### src/rtl/mem_stream_writer.sv
// Byte stream to 32-bit little-endian words, written into a ring in on-chip memory; one write 1 cycle after the flushing byte.
// snk_ready drops when the ring is full or the writer is not running; MEM_STREAM_WRITER_IRQ_EN adds an eop interrupt.
module mem_stream_writer #(
   parameter int BASE  = 0,
   parameter int DEPTH = 1024
) (
   input  logic        clk,
   input  logic        reset_n,
   input  logic [7:0]  snk_data,
   input  logic        snk_valid,
   input  logic        snk_eop,
   output logic        snk_ready,
   output logic [10:0] mem_address,
   output logic [3:0]  mem_byteenable,
   output logic        mem_chipselect,
   output logic        mem_write,
   output logic [31:0] mem_writedata,
   input  logic [1:0]  ctl_address,
   input  logic        ctl_read,
   input  logic        ctl_write,
   input  logic [31:0] ctl_writedata,
`ifdef MEM_STREAM_WRITER_IRQ_EN
   output logic        irq,
`endif
   output logic [31:0] ctl_readdata
);

   typedef enum logic [1:0] {S_DISABLED, S_RUN, S_DRAIN} state_t;

   localparam logic [10:0] LAST    = 11'(DEPTH - 1);
   localparam logic [10:0] BASE_A  = 11'(BASE);
   localparam logic [31:0] DEPTH_W = 32'(DEPTH);

   state_t      state_q, state_d;
   logic        enable_q, enable_d;
   logic [10:0] wr_ptr_q, wr_ptr_d, rd_ptr_q, rd_ptr_d, wr_nxt;
   logic [15:0] pkt_cnt_q, pkt_cnt_d;
   logic [1:0]  lane_q, lane_d;
   logic [31:0] acc_data_q, acc_data_d, pack_data;
   logic [3:0]  acc_be_q, acc_be_d, pack_be;
   logic        mem_write_q, mem_write_d;
   logic [10:0] mem_address_q, mem_address_d;
   logic [3:0]  mem_be_q, mem_be_d;
   logic [31:0] mem_data_q, mem_data_d;
   logic [31:0] rdata_q, rdata_d;
   logic        full, empty, busy, accept, flush, ctrl_wr, clear, rd_wr, stat_wr;
   logic        irq_en_rd, irq_pend_rd;
`ifdef MEM_STREAM_WRITER_IRQ_EN
   logic        irq_en_q, irq_en_d, irq_q, irq_d;
`endif

   assign wr_nxt    = (wr_ptr_q == LAST) ? 11'd0 : wr_ptr_q + 11'd1;
   assign empty     = (wr_ptr_q == rd_ptr_q);
   assign full      = (wr_nxt == rd_ptr_q);
   assign busy      = (state_q == S_DRAIN) | (lane_q != 2'd0);
   assign snk_ready = (state_q == S_RUN) & ~full;
   assign accept    = snk_valid & snk_ready;
   assign flush     = accept & ((lane_q == 2'd3) | snk_eop);
   assign ctrl_wr   = ctl_write & (ctl_address == 2'd0);
   assign clear     = ctrl_wr & ctl_writedata[1];
   assign rd_wr     = ctl_write & (ctl_address == 2'd2);
   assign stat_wr   = ctl_write & (ctl_address == 2'd3);

   always_comb begin
      pack_data = acc_data_q;
      pack_data[{lane_q, 3'b000} +: 8] = snk_data;
      pack_be = acc_be_q | (4'b0001 << lane_q);
   end

   always_comb begin
      state_d       = state_q;
      enable_d      = ctrl_wr ? ctl_writedata[0] : enable_q;
      wr_ptr_d      = wr_ptr_q;
      rd_ptr_d      = rd_wr ? 11'(ctl_writedata % DEPTH_W) : rd_ptr_q;
      pkt_cnt_d     = pkt_cnt_q;
      lane_d        = lane_q;
      acc_data_d    = acc_data_q;
      acc_be_d      = acc_be_q;
      mem_write_d   = 1'b0;
      mem_address_d = mem_address_q;
      mem_be_d      = mem_be_q;
      mem_data_d    = mem_data_q;
      case (state_q)
         S_DISABLED: if (enable_q) state_d = S_RUN;
         S_RUN: begin
            if (flush) begin
               mem_write_d   = 1'b1;
               mem_address_d = BASE_A + wr_ptr_q;
               mem_be_d      = pack_be;
               mem_data_d    = pack_data;
               wr_ptr_d      = wr_nxt;
               lane_d        = 2'd0;
               acc_data_d    = 32'd0;
               acc_be_d      = 4'd0;
               if (snk_eop) pkt_cnt_d = pkt_cnt_q + 16'd1;
            end else if (accept) begin
               lane_d     = lane_q + 2'd1;
               acc_data_d = pack_data;
               acc_be_d   = pack_be;
            end
            // A byte taken in the same cycle enable drops still gets drained.
            if (!enable_d) state_d = (lane_d != 2'd0) ? S_DRAIN : S_DISABLED;
         end
         S_DRAIN: begin
            mem_write_d   = 1'b1;
            mem_address_d = BASE_A + wr_ptr_q;
            mem_be_d      = acc_be_q;
            mem_data_d    = acc_data_q;
            wr_ptr_d      = wr_nxt;
            lane_d        = 2'd0;
            acc_data_d    = 32'd0;
            acc_be_d      = 4'd0;
            state_d       = S_DISABLED;
         end
         default: state_d = S_DISABLED;
      endcase
      if (clear) begin
         state_d       = S_DISABLED;
         enable_d      = 1'b0;
         wr_ptr_d      = 11'd0;
         rd_ptr_d      = 11'd0;
         pkt_cnt_d     = 16'd0;
         lane_d        = 2'd0;
         acc_data_d    = 32'd0;
         acc_be_d      = 4'd0;
         mem_write_d   = 1'b0;
         mem_address_d = mem_address_q;
         mem_be_d      = mem_be_q;
         mem_data_d    = mem_data_q;
      end
   end

`ifdef MEM_STREAM_WRITER_IRQ_EN
   always_comb begin
      irq_en_d = ctrl_wr ? ctl_writedata[2] : irq_en_q;
      irq_d    = (irq_q & ~(stat_wr & ctl_writedata[3])) | (flush & snk_eop & irq_en_q);
      if (clear) irq_d = 1'b0;
   end
   assign irq_en_rd   = irq_en_q;
   assign irq_pend_rd = irq_q;
   assign irq         = irq_q;
`else
   assign irq_en_rd   = 1'b0;
   assign irq_pend_rd = 1'b0;
`endif

   always_comb begin
      rdata_d = rdata_q;
      if (ctl_read) begin
         case (ctl_address)
            2'd0:    rdata_d = {29'd0, irq_en_rd, 1'b0, enable_q};
            2'd1:    rdata_d = {21'd0, wr_ptr_q};
            2'd2:    rdata_d = {21'd0, rd_ptr_q};
            default: rdata_d = {pkt_cnt_q, 12'd0, irq_pend_rd, busy, full, empty};
         endcase
      end
   end

   always_ff @(posedge clk or negedge reset_n) begin
      if (!reset_n) begin
         state_q       <= S_DISABLED;
         enable_q      <= 1'b0;
         wr_ptr_q      <= 11'd0;
         rd_ptr_q      <= 11'd0;
         pkt_cnt_q     <= 16'd0;
         lane_q        <= 2'd0;
         acc_data_q    <= 32'd0;
         acc_be_q      <= 4'd0;
         mem_write_q   <= 1'b0;
         mem_address_q <= 11'd0;
         mem_be_q      <= 4'd0;
         mem_data_q    <= 32'd0;
         rdata_q       <= 32'd0;
`ifdef MEM_STREAM_WRITER_IRQ_EN
         irq_en_q      <= 1'b0;
         irq_q         <= 1'b0;
`endif
      end else begin
         state_q       <= state_d;
         enable_q      <= enable_d;
         wr_ptr_q      <= wr_ptr_d;
         rd_ptr_q      <= rd_ptr_d;
         pkt_cnt_q     <= pkt_cnt_d;
         lane_q        <= lane_d;
         acc_data_q    <= acc_data_d;
         acc_be_q      <= acc_be_d;
         mem_write_q   <= mem_write_d;
         mem_address_q <= mem_address_d;
         mem_be_q      <= mem_be_d;
         mem_data_q    <= mem_data_d;
         rdata_q       <= rdata_d;
`ifdef MEM_STREAM_WRITER_IRQ_EN
         irq_en_q      <= irq_en_d;
         irq_q         <= irq_d;
`endif
      end
   end

   assign mem_write      = mem_write_q;
   assign mem_chipselect = mem_write_q;
   assign mem_address    = mem_address_q;
   assign mem_byteenable = mem_be_q;
   assign mem_writedata  = mem_data_q;
   assign ctl_readdata   = rdata_q;

endmodule
### config.mk
export PLATFORM = sky130hd
export DESIGN_NAME = mem_stream_writer
export DESIGN_NICKNAME = d
export VERILOG_FILES = /design/src/rtl/mem_stream_writer.sv
export SDC_FILE = /design/constraint.sdc
export NUM_CORES = 1
export LEC_CHECK = 0
export CAP_MARGIN = 20
export CELL_PAD_IN_SITES_DETAIL_PLACEMENT = 0
export CELL_PAD_IN_SITES_GLOBAL_PLACEMENT = 2
export CORE_MARGIN = 8
export CORE_UTILIZATION = 36
export CTS_CLUSTER_DIAMETER = 80
export DETAILED_ROUTE_END_ITERATION = 6
export PLACE_DENSITY = 0.84
export SYNTH_ARGS = -nofsm -noshare
export SYNTH_HDL_FRONTEND = slang
export SYNTH_SLANG_ARGS = --single-unit
export TNS_END_PERCENT = 20
### constraint.sdc
create_clock -name clk -period 4.8 [get_ports clk]
set_clock_uncertainty 0.15 [all_clocks]
set_input_delay 0.96 -clock clk [delete_from_list [all_inputs] [get_ports clk]]
set_output_delay 0.96 -clock clk [all_outputs]
set_load 0.1 [all_outputs]
==> results.tsv, run 1 <==
metric	value	unit
initial antenna violation count	0	
Synth warnings	0	
delay-heaviest family, CP	simple AND/OR/NAND/NOR gates	
NetSw	3380	uW
Seq cells	153	
reg2reg start	wr_ptr_q[0]$_DFFE_PN0P_	
Setup CP Type	reg -> out	
slowest CP cell	dfrtp_1	
Clk pwr share	21.1	%
cell-internal power	3320	uW
Hold Path Sink	mem_address[3]$_DFFE_PN0P_	
hold_ws	0.330	ns
Crit Path Max Fanout	10	
dpl ws	0.734	ns
met1 usage	20.5	%
Crit Reg-Reg Endpoint	mem_address[2]$_DFFE_PN0P_	
combinational gate power	3380	uW
CTS clk-pin slew, worst paths	0.06	ns
diode count	0	
1st-iter DRT viols	468	
hold path startpoint	mem_address[3]$_DFFE_PN0P_	
Num Clock Sinks	153	
drt total wl	20.8	mm
Setup crit end kind	primary output	
postcts setup bufs	0	
Pwr Total	6710	uW
slew at the pin closest to its max-slew limit	0.995	ns
Critical Path Stages	8	
Well Taps	270	
most numerous logic cells after layout	dfrtp_1, a21oi_1, clkdlybuf4s50_1, nand2_1, nor2_1	
status	completed	
Final Non-Filler Cells	1113	
Routed wire per std cell	18.7	um
leading area contributor after synthesis	dfrtp_1	
die width	160	um
largest net degree at the start of global routing	82	
Tcrit/Tclk final	90.8	%
clock network share of area	6.58	%
Late-Pin Clk Latency	0.42	ns
Synth top cell by count	dfrtp_1	
DRT met1 WL	9.20	mm
Hold Crit Depth	1	
Comb area share	35.2	%
Commonest cells post-synth	dfrtp_1, a21oi_1, nand2_1, nor2_1, a22oi_1	
# fillers	1959	
yosys cell count	758	
number of port buffers	102	
Synth cell types	63	
TNS Setup	0	ns
Top area cell types	dfrtp_1, a21oi_1, a22oi_1	
post_cts resized	0	
area grow syn2layout	24.2	%
Seq area share	41.2	%
setup ws final	0.440	ns
crit path to	snk_ready	
Reg power frac	28.5	%
Top Usage Layer GRT	met2	
Final Cell Area	9300	um^2
Clk power	1410	uW
Largest stage delay, worst path	0.59	ns
buffering overhead	12.2	%
comb. cell area	3270	um^2
max-capacitance violation count	0	
Total GRT Usage	16.7	%
vias in the first global route	6286	
Pwr per Cell Area	721	nW/um^2
Switching Fraction	50.4	%
simple-gate share of the synthesized area	13.8	%
largest buffer count on any clock path	2	
first-pass GRT wire length	34.7	mm
Dominant comb cell	AND-OR/OR-AND gates	
P_seq	1910	uW
met2 routed WL	10.3	mm
post-route minimum period	4.36	ns
Post-synth seq share	51.1	%
Highest Signal Layer	met4	
most frequent logic cell in the layout	dfrtp_1	
Antenna Nets Post-Route	0	
Boundary Pins	130	
Num CTS Buffers	17	
flops & latches, synth	153	
vias per cell	5.43	
total gr overflow	0	
Cells after Synth	758	
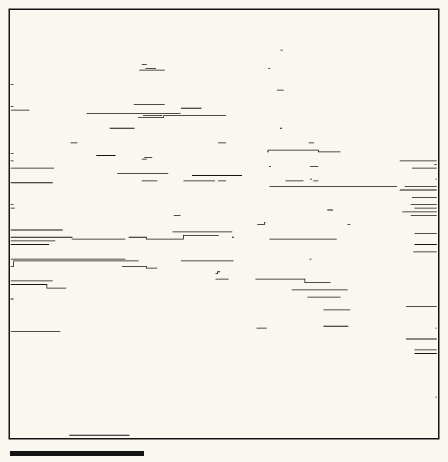
run_1/m3.png
Bar = 50 um.
longest straight run: 47.4 um
nets with wire on the layer: 70
wire length on this layer: 963 um

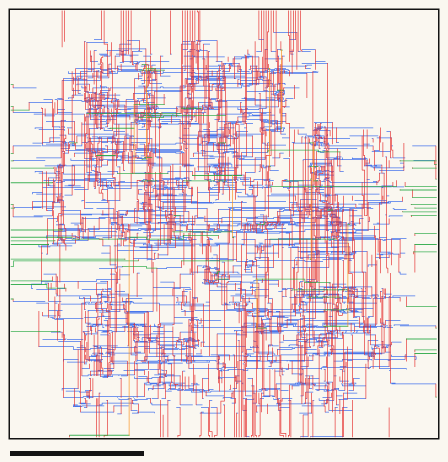
run_1/layers.png
Bar = 50 um.
[M4] orange | wire length: 325 um
[M2] red | wire length: 10300 um
[M1] blue | wire length: 9200 um
[M3] green | wire length: 963 um

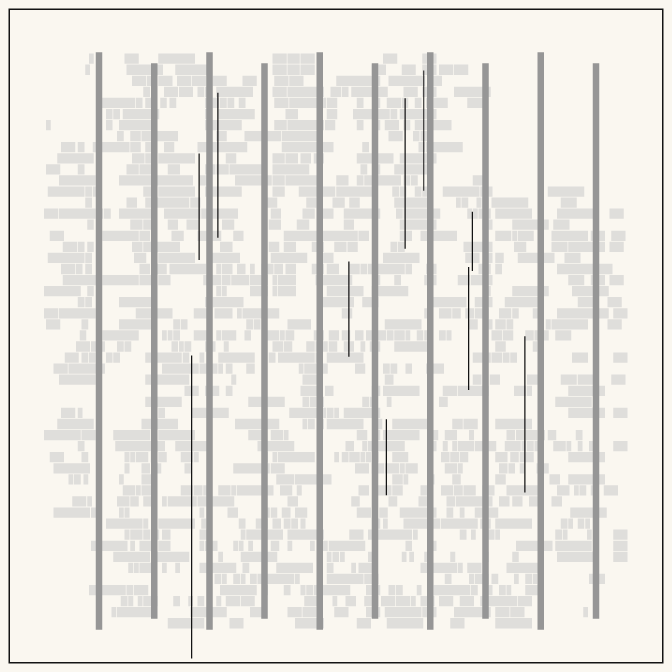
run_1/m4.png
Supply wires on this layer in gray. Cells faint in the background.
share of all routed wire: 1.6%
nets with wire on the layer: 8

run_1/placed.png
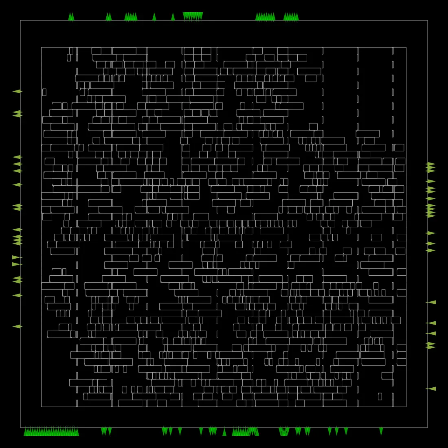

==> inputs of run 2 (changes only) <==
==> constraint.sdc (replaced) <==
create_clock -name clk -period 4.8 [get_ports clk]
set_clock_uncertainty 0.15 [all_clocks]
set_input_delay 1.44 -clock clk [delete_from_list [all_inputs] [get_ports clk]]
set_output_delay 1.44 -clock clk [all_outputs]
set_load 0.1 [all_outputs]
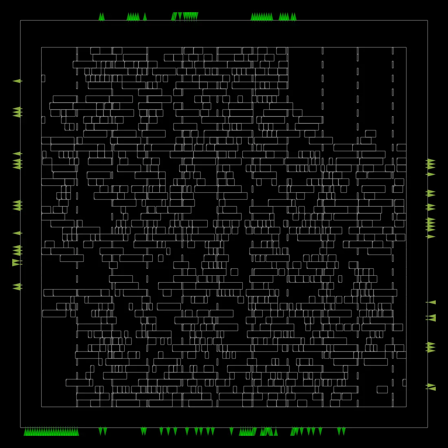
run_2/placed.png
Seq area share: 41.1%
Site Rows: 52
Final Util: 45.9%
Core ar.: 20300 um^2

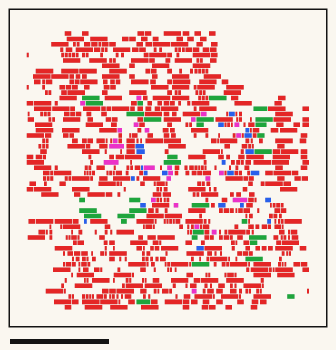
run_2/sizing.png
Bar = 50 um.
[x1 and smaller] red | cells: 774 | share: 91% | most used: dfrtp_1
[x6 and larger] green | cells: 32 | share: 3.8% | most used: clkbuf_16
[x2] blue | cells: 21 | share: 2.5% | most used: or2_2
[x3 and x4] magenta | cells: 24 | share: 2.8% | most used: buf_4

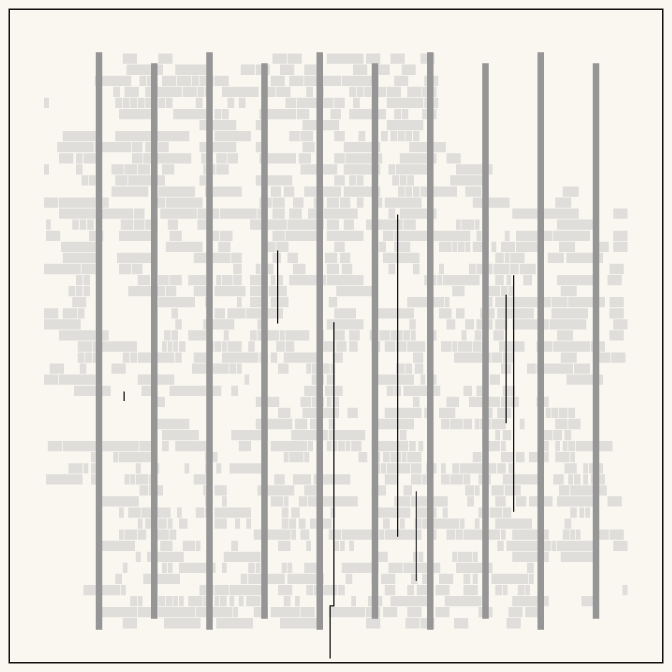
run_2/m4.png
Supply wires on this layer in gray. Cells faint in the background.
nets with wire on the layer: 7
share of all routed wire: 1.4%
longest straight run: 78.9 um
wire length on this layer: 293 um

==> run 2 against run 1 <==
Combinational power up 2%; maximum frequency down 3.3%; synthesized cell count unchanged; sequential share of layout area down 0.12 points; non-clock buffer count up 7; die area unchanged; critical endpoint unchanged.
==> results.tsv, run 2 <==
metric	value	unit	change
status	completed		
Seq cells	153		unchanged
post-route minimum period	4.51	ns	+0.147 ns
met2 routed WL	10.1	mm	-2.0%
Tcrit/Tclk final	93.9	%	+3.1 points
combinational gate power	3440	uW	+2%
Pwr per Cell Area	712	nW/um^2	-1.3%
Dominant comb cell	AND-OR/OR-AND gates		
met1 usage	20.9	%	+0.46 points
CTS clk-pin slew, worst paths	0.07	ns	about the same
Top area cell types	dfrtp_1, a21oi_1, a22oi_1		
Pwr Total	6640	uW	-1.1%
largest buffer count on any clock path	2		unchanged
Comb area share	35.1	%	-0.077 points
Crit Reg-Reg Endpoint	acc_data_q[0]$_DFFE_PN0P_		
Post-synth seq share	51.1	%	unchanged
Total GRT Usage	16.3	%	-0.36 points
DRT met1 WL	9.18	mm	-0.14%
Highest Signal Layer	met5		
post_cts resized	0		unchanged
Synth warnings	0		unchanged
1st-iter DRT viols	492		+5.1%
Cells after Synth	758		unchanged
Setup CP Type	reg -> out		
Antenna Nets Post-Route	0		unchanged
Well Taps	270		unchanged
Clk pwr share	19.8	%	-1.3 points
hold_ws	0.333	ns	+0.00254 ns
most numerous logic cells after layout	dfrtp_1, a21oi_1, clkdlybuf4s50_1, nand2_1, nor2_1		
diode count	0		unchanged
first-pass GRT wire length	34.1	mm	-1.8%
vias in the first global route	6167		-1.9%
Synth top cell by count	dfrtp_1		
leading area contributor after synthesis	dfrtp_1		
area grow syn2layout	24.6	%	
dpl ws	0.447	ns	-0.287 ns
Num CTS Buffers	17		unchanged
flops & latches, synth	153		unchanged
slowest CP cell	or4_1		
vias per cell	5.41		-0.43%
Hold Path Sink	mem_address[5]$_DFFE_PN0P_		
largest net degree at the start of global routing	82		unchanged
setup ws final	0.294	ns	-0.147 ns
Final Cell Area	9330	um^2	+0.30%
Switching Fraction	51.6	%	+1.1 points
Final Non-Filler Cells	1121		+0.72%
Commonest cells post-synth	dfrtp_1, a21oi_1, nand2_1, nor2_1, a22oi_1		
Placed Area	8720	um^2	
Setup crit end kind	primary output		
# fillers	1892		-3.4%
Top Usage Layer GRT	met2		
hold path startpoint	mem_address[5]$_DFFE_PN0P_		
Clk power	1320	uW	-6%
cell-internal power	3210	uW	-3.3%
Routed wire per std cell	18.4	um	-1.8%
Largest stage delay, worst path	0.62	ns	+0.03 ns
Num Clock Sinks	153		unchanged
crit path to	snk_ready		
reg2reg start	wr_ptr_q[5]$_DFFE_PN0P_		
postcts setup bufs	0		unchanged
yosys cell count	758		unchanged
die width	160	um	unchanged
drt total wl	20.6	mm	-1.1%
Synth cell types	63		unchanged
TNS Setup	0	ns	unchanged
simple-gate share of the synthesized area	13.8	%	unchanged
buffering overhead	12.8	%	+0.57 points
Boundary Pins	130		unchanged
Late-Pin Clk Latency	0.42	ns	about the same
clock network share of area	6.23	%	-0.35 points
delay-heaviest family, CP	simple AND/OR/NAND/NOR gates		
number of port buffers	102		unchanged
slew at the pin closest to its max-slew limit	0.999	ns	+0.00432 ns
Crit Path Max Fanout	8		-2
No activity file was given, so power comes from the tool's default toggle rates.
